## src/rtl/ex_muldiv_unit_if.sv

```systemverilog
// ============================================================================
//  ex_muldiv_unit_if : ID/EX-side handshake and result bus of the M-extension unit
//  Revision : 1.0
// ============================================================================
`default_nettype none

interface ex_muldiv_unit_if #(
   parameter int DATA_WIDTH = 32
);
   logic                  flush_i;
   logic                  start_i;
   logic [2:0]            funct3_i;
   logic [DATA_WIDTH-1:0] op_a_i;
   logic [DATA_WIDTH-1:0] op_b_i;
   logic                  stall_o;
   logic                  busy_o;
   logic                  valid_o;
   logic [DATA_WIDTH-1:0] result_o;

   modport master (
      output flush_i, start_i, funct3_i, op_a_i, op_b_i,
      input  stall_o, busy_o, valid_o, result_o
   );

   modport slave (
      input  flush_i, start_i, funct3_i, op_a_i, op_b_i,
      output stall_o, busy_o, valid_o, result_o
   );
endinterface

`default_nettype wire

```

## src/rtl/ex_muldiv_unit.sv

```systemverilog
// ============================================================================
//  ex_muldiv_unit : radix-2 iterative RV32M multiply/divide engine for EX stage
//  Revision : 1.0
// ============================================================================
`default_nettype none

module ex_muldiv_unit #(
   parameter int DATA_WIDTH = 32
) (
   input  wire logic        clk,
   input  wire logic        rst_n,
   ex_muldiv_unit_if.slave  bus
);

   localparam int CW = $clog2(DATA_WIDTH);
   localparam int DW = DATA_WIDTH;
   localparam logic [CW-1:0] c_last_iter = CW'(DATA_WIDTH - 1);
   localparam logic [CW-1:0] c_cnt_one   = CW'(1);
   localparam logic [DW-1:0] c_int_min   = {1'b1, {(DW-1){1'b0}}};

   typedef enum logic [1:0] {
      ST_IDLE = 2'd0,
      ST_CALC = 2'd1,
      ST_DONE = 2'd2
   } state_t;

   state_t r_state;
   state_t w_next;

   logic [CW-1:0]   r_cnt;
   logic [2:0]      r_funct3;
   logic            r_neg;
   logic            r_neg_rem;
   logic [2*DW-1:0] r_mcand;
   logic [2*DW-1:0] r_acc;
   logic [DW-1:0]   r_opb;
   logic [DW-1:0]   r_rem;
   logic [DW-1:0]   r_quo;
   logic [DW-1:0]   r_result;

   // ---------------------------------------------------------------- decode
   logic          w_is_div;
   logic          w_a_signed;
   logic          w_b_signed;
   logic          w_sign_a;
   logic          w_sign_b;
   logic [DW-1:0] w_abs_a;
   logic [DW-1:0] w_abs_b;
   logic          w_div_zero;
   logic          w_div_ovf;
   logic          w_fast;
   logic [DW-1:0] w_fast_res;
   logic          w_accept;

   assign w_is_div   = bus.funct3_i[2];
   assign w_a_signed = w_is_div ? ~bus.funct3_i[0] : (bus.funct3_i[1:0] != 2'b11);
   assign w_b_signed = w_is_div ? ~bus.funct3_i[0] : ~bus.funct3_i[1];
   assign w_sign_a   = w_a_signed & bus.op_a_i[DW-1];
   assign w_sign_b   = w_b_signed & bus.op_b_i[DW-1];
   assign w_abs_a    = w_sign_a ? -bus.op_a_i : bus.op_a_i;
   assign w_abs_b    = w_sign_b ? -bus.op_b_i : bus.op_b_i;

   // Divide-by-zero and INT_MIN/-1 bypass the iteration entirely
   assign w_div_zero = w_is_div & (bus.op_b_i == '0);
   assign w_div_ovf  = w_is_div & ~bus.funct3_i[0] &
                       (bus.op_a_i == c_int_min) & (bus.op_b_i == '1);
   assign w_fast     = w_div_zero | w_div_ovf;
   assign w_fast_res = w_div_zero ? (bus.funct3_i[1] ? bus.op_a_i : '1)
                                  : (bus.funct3_i[1] ? '0 : c_int_min);

   assign w_accept   = (r_state == ST_IDLE) & bus.start_i & ~bus.flush_i;

   // ------------------------------------------------------------- iteration
   logic [2*DW-1:0] w_acc_nx;
   logic [DW:0]     w_rem_sh;
   logic [DW:0]     w_diff;
   logic            w_ge;
   logic [DW-1:0]   w_rem_nx;
   logic [DW-1:0]   w_quo_nx;
   logic [2*DW-1:0] w_prod;
   logic [DW-1:0]   w_quo_fin;
   logic [DW-1:0]   w_rem_fin;
   logic [DW-1:0]   w_calc_res;

   assign w_acc_nx  = r_acc + (r_opb[r_cnt] ? r_mcand : '0);
   assign w_rem_sh  = {r_rem, r_quo[DW-1]};
   assign w_diff    = w_rem_sh - {1'b0, r_opb};
   assign w_ge      = ~w_diff[DW];
   assign w_rem_nx  = w_ge ? w_diff[DW-1:0] : w_rem_sh[DW-1:0];
   assign w_quo_nx  = {r_quo[DW-2:0], w_ge};

   // Final-iteration values are sign-corrected on the way into r_result
   assign w_prod    = r_neg ? -w_acc_nx : w_acc_nx;
   assign w_quo_fin = r_neg ? -w_quo_nx : w_quo_nx;
   assign w_rem_fin = r_neg_rem ? -w_rem_nx : w_rem_nx;
   assign w_calc_res = r_funct3[2] ? (r_funct3[1] ? w_rem_fin : w_quo_fin)
                                   : ((r_funct3[1:0] == 2'b00) ? w_prod[DW-1:0]
                                                               : w_prod[2*DW-1:DW]);

   // ------------------------------------------------------------------ FSM
   always_ff @(posedge clk or negedge rst_n) begin
      if (!rst_n) begin
         r_state <= ST_IDLE;
      end else begin
         r_state <= w_next;
      end
   end

   always_comb begin
      w_next = r_state;
      case (r_state)
         ST_IDLE: begin
            if (w_accept) begin
               w_next = w_fast ? ST_DONE : ST_CALC;
            end
         end
         ST_CALC: begin
            if (r_cnt == c_last_iter) begin
               w_next = ST_DONE;
            end
         end
         ST_DONE: w_next = ST_IDLE;
         default: w_next = ST_IDLE;
      endcase
      if (bus.flush_i) begin
         w_next = ST_IDLE;
      end
   end

   // ------------------------------------------------------------- datapath
   always_ff @(posedge clk or negedge rst_n) begin
      if (!rst_n) begin
         r_cnt     <= '0;
         r_funct3  <= '0;
         r_neg     <= 1'b0;
         r_neg_rem <= 1'b0;
         r_mcand   <= '0;
         r_acc     <= '0;
         r_opb     <= '0;
         r_rem     <= '0;
         r_quo     <= '0;
         r_result  <= '0;
      end else if (w_accept) begin
         r_cnt     <= '0;
         r_funct3  <= bus.funct3_i;
         r_neg     <= w_sign_a ^ w_sign_b;
         r_neg_rem <= w_sign_a;
         r_mcand   <= {{DW{1'b0}}, w_abs_a};
         r_acc     <= '0;
         r_opb     <= w_abs_b;
         r_rem     <= '0;
         r_quo     <= w_abs_a;
         if (w_fast) begin
            r_result <= w_fast_res;
         end
      end else if (bus.flush_i) begin
         r_cnt <= '0;
      end else if (r_state == ST_CALC) begin
         r_cnt <= r_cnt + c_cnt_one;
         if (r_funct3[2]) begin
            r_rem <= w_rem_nx;
            r_quo <= w_quo_nx;
         end else begin
            r_acc   <= w_acc_nx;
            r_mcand <= r_mcand << 1;
         end
         if (r_cnt == c_last_iter) begin
            r_result <= w_calc_res;
         end
      end
   end

   // -------------------------------------------------------------- outputs
   assign bus.stall_o  = rst_n & ~bus.flush_i &
                         (((r_state == ST_IDLE) & bus.start_i) | (r_state == ST_CALC));
   assign bus.busy_o   = (r_state == ST_CALC);
   assign bus.valid_o  = (r_state == ST_DONE);
   assign bus.result_o = r_result;

endmodule

`default_nettype wire

```

## src/flat_wrapper.sv

```systemverilog
// flat-port wrapper written by rule: the top's interface ports become plain ports
module ex_muldiv_unit_flat 
#(
   parameter int DATA_WIDTH = 32
)
  (clk, rst_n, bus_flush_i, bus_start_i, bus_funct3_i, bus_op_a_i, bus_op_b_i, bus_stall_o, bus_busy_o, bus_valid_o, bus_result_o);
  ex_muldiv_unit_if #(.DATA_WIDTH(DATA_WIDTH)) bus_i ();
  input  wire logic clk;
  input  wire logic rst_n;
  input wire logic [$bits(bus_i.flush_i)-1:0] bus_flush_i;
  input wire logic [$bits(bus_i.start_i)-1:0] bus_start_i;
  input wire logic [$bits(bus_i.funct3_i)-1:0] bus_funct3_i;
  input wire logic [$bits(bus_i.op_a_i)-1:0] bus_op_a_i;
  input wire logic [$bits(bus_i.op_b_i)-1:0] bus_op_b_i;
  output wire logic [$bits(bus_i.stall_o)-1:0] bus_stall_o;
  output wire logic [$bits(bus_i.busy_o)-1:0] bus_busy_o;
  output wire logic [$bits(bus_i.valid_o)-1:0] bus_valid_o;
  output wire logic [$bits(bus_i.result_o)-1:0] bus_result_o;
  assign bus_i.flush_i = bus_flush_i;
  assign bus_i.start_i = bus_start_i;
  assign bus_i.funct3_i = bus_funct3_i;
  assign bus_i.op_a_i = bus_op_a_i;
  assign bus_i.op_b_i = bus_op_b_i;
  assign bus_stall_o = bus_i.stall_o;
  assign bus_busy_o = bus_i.busy_o;
  assign bus_valid_o = bus_i.valid_o;
  assign bus_result_o = bus_i.result_o;
  ex_muldiv_unit #(.DATA_WIDTH(DATA_WIDTH)) u_core (.clk(clk), .rst_n(rst_n), .bus(bus_i));
endmodule
```

## config.mk

```make
export PLATFORM = sky130hd
export DESIGN_NAME = ex_muldiv_unit_flat
export DESIGN_NICKNAME = d
export VERILOG_FILES = /design/src/rtl/ex_muldiv_unit_if.sv /design/src/rtl/ex_muldiv_unit.sv /design/src/flat_wrapper.sv
export SDC_FILE = /design/constraint.sdc
export NUM_CORES = 1
export LEC_CHECK = 0
export CAP_MARGIN = 40
export CORE_MARGIN = 5
export CORE_UTILIZATION = 60
export DETAILED_ROUTE_END_ITERATION = 10
export PLACE_DENSITY = 0.85
export REMOVE_ABC_BUFFERS = 1
export SLEW_MARGIN = 20
export SYNTH_ARGS = -nofsm -noshare
export SYNTH_HDL_FRONTEND = slang
export SYNTH_SLANG_ARGS = --single-unit
```

## constraint.sdc

```tcl
create_clock -name clk -period 17.52 [get_ports clk]
set_input_delay 4.38 -clock clk [delete_from_list [all_inputs] [get_ports clk]]
set_output_delay 4.38 -clock clk [all_outputs]
set_load 0.05 [all_outputs]
```

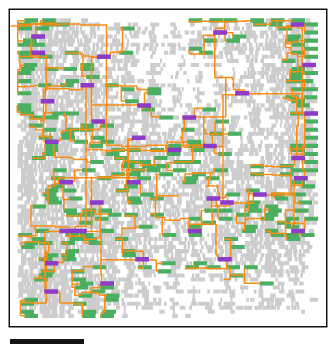
*Routed clock nets over the placement*
Scale bar: 50 um.
[flip-flops] green | count: 268
[clock wires] orange | length: 4070 um
[cells driving clock nets] purple | count: 34
routed clock nets: 35
flops lie: all over the die

==> notes.md <==
Figures from the flow reports.

Clock network:
- The run gives the clock tree from TritonCTS as built.
- The run puts the number of H-tree levels at 2.
- In this run, post-CTS repair resized a total of 0 instances.
- Looking at the worst setup and hold paths, the clock pins of their registers show a slew of around 0.06 ns.
- The run puts the post-cts hold-fix buffer tally at 0.

Critical path:
- Broken down by cell family, the worst path's largest delay share belongs to buffers and inverters.
- The run puts the data required time at the worst endpoint at around 13 ns.
- The run gives the largest incremental delay on the critical path as 0.81 ns.
- In this design, the critical path's most frequently occurring cell is sky130_fd_sc_hd__clkdlybuf4s50_1.
- The worst setup path is launched from an input pin.
- The slowest stage of the critical path is the sky130_fd_sc_hd__clkdlybuf4s50_1 cell.
- The run puts the reg2reg setup slack at approximately 9.8 ns.
- The run gives the kind of critical path as in -> out.
- For the worst reg-to-reg path, the endpoint reported by OpenROAD is u_core.bus.result_o[29].

Route:
- Per the detail_route report, routed wire per instance is approximately 26 um.
- The run puts the remaining design rule violation count at 0.
- The run puts the average via count per standard cell at 7.26.
- The run gives the length of the first detailed-routing pass in iterations as 6.
- The routed design uses between 10000 and 15000 um of met3 wire.
- Per the detailed-route log, wirelength across all metal layers totals 96400 um.
- The routed wirelength on the met1 layer is recorded as 39100 um.

Cells and area:
- Per the final layout report, the fraction of cells sized above drive strength 1 comes to 0.0663.
- The net count of the finished layout is 3332.
- The run puts the cell area after layout at 0.0273 mm2.
- The largest registers in the layout are u_core.r_acc: 64 flops, u_core.r_mcand: 64 flops.
- Non-clock inverters in the final layout number around 65.
- Across the whole layout, storage elements account for approximately 0.0067 mm2.
- The run puts the combinational gate count at 2622.
- The run gives the number of filler cells placed in the layout as ~3300.
- The run puts the filler-free cell count of the finished design at ~3700.
- For this run, the share of the core covered by cells in the final layout is 0.672.
- The repair_antennas step left the layout with diodes totalling 5.

GRT:
- The run puts the via count of the first global-routing pass at 24780.
- The run puts the initial antenna violation count at 7.
- The global routing report lists met3 layer usage as 0.0946.
- The run puts the met2 global-route usage at 0.594.

Logic synthesis:
- The run puts the synthesized chip area reported by yosys at approximately 0.025 mm2.
- Per the synth stats, the proportion of register bits with asynchronous set or reset is 1.00.
- The run gives the top cell type's share of synthesized area as 0.273.
- Before any placement, the netlist area is recorded as around 0.025 mm2.
- By instance count, the leading cell after synthesis is sky130_fd_sc_hd__nand2_1.
- The run puts the post-synthesis area per instance at about 7.8 um2.
- The run puts the share of the synthesized netlist area taken by xor and xnor gates at 0.0660.
- The run gives the total cells reported by yosys after synthesis as 3143.
- The run gives the register share after synthesis as 0.273.
- The run gives the cell type with the largest total area as sky130_fd_sc_hd__dfrtp_1.

Flow run:
- The tool flagged a number of max-cap violations equal to 0.
- The run puts the number of warnings the tools reported at 27.

Placed design:
- The pre-CTS setup check shows a worst slack of approximately 6.7 ns.
- The run gives the final weighted congestion of routability-driven global placement as about 1.1.
- The run gives the total placed instance area as 0.0259 mm2.

Floorplanning:
- The run gives the number of tap instances as 532.
- The run gives the area of the core as 0.0406 mm2.
- The run gives the starting utilization of the core area as 0.604.
- The run puts the die extent in x at 212 um.

STA:
- The run puts the setup TNS at 0 ns.
- The run gives the worst-case setup margin in the final layout as ~6.6 ns.
- The run gives the final tally of hold violations as 0.
- Setup repair after global routing left no endpoint under its margin.
- Dividing the final minimum period by the clock period gives 0.622.
- The most critical hold endpoint after final layout shows a slack of slightly below 0.5 ns.
- Counting pins that exceed their max-slew limit in the final report gives 0.

Power:
- The run puts the design internal power at approximately 1700 uW.
- The share of total power dissipated in the clock network is 0.237.
- The run gives the power consumed by combinational cells as roughly 1500 uW.
- The run gives the maximum vdd drop as about 0.13 mV.
- The largest share of the power goes to combinational cells.

Hold path:
- The run gives the class of the worst hold path as reg -> reg.
- The worst hold path passes through 2 cells.
- In this run the most critical hold path is launched from u_core.r_acc[19].

Status:
- The flow ran to the end, and the final reports show no timing, DRC or antenna violations.
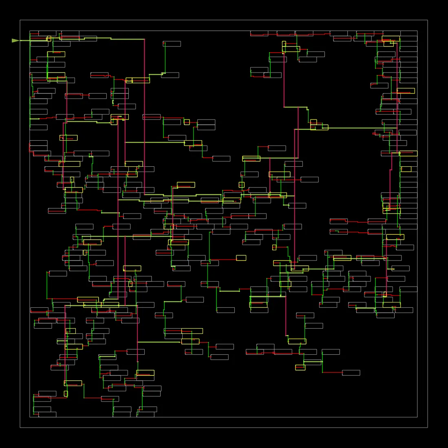
*Clock wiring as the flow saved it*
CTS buffer count: 34
insertion delay to the later sink of the worst-skew pair: 0.56 ns
Clock Power: 751 uW
Setup Skew: 0.0349 ns
count of flip-flops and latches: 268

No activity file was given, so power comes from the tool's default toggle rates.
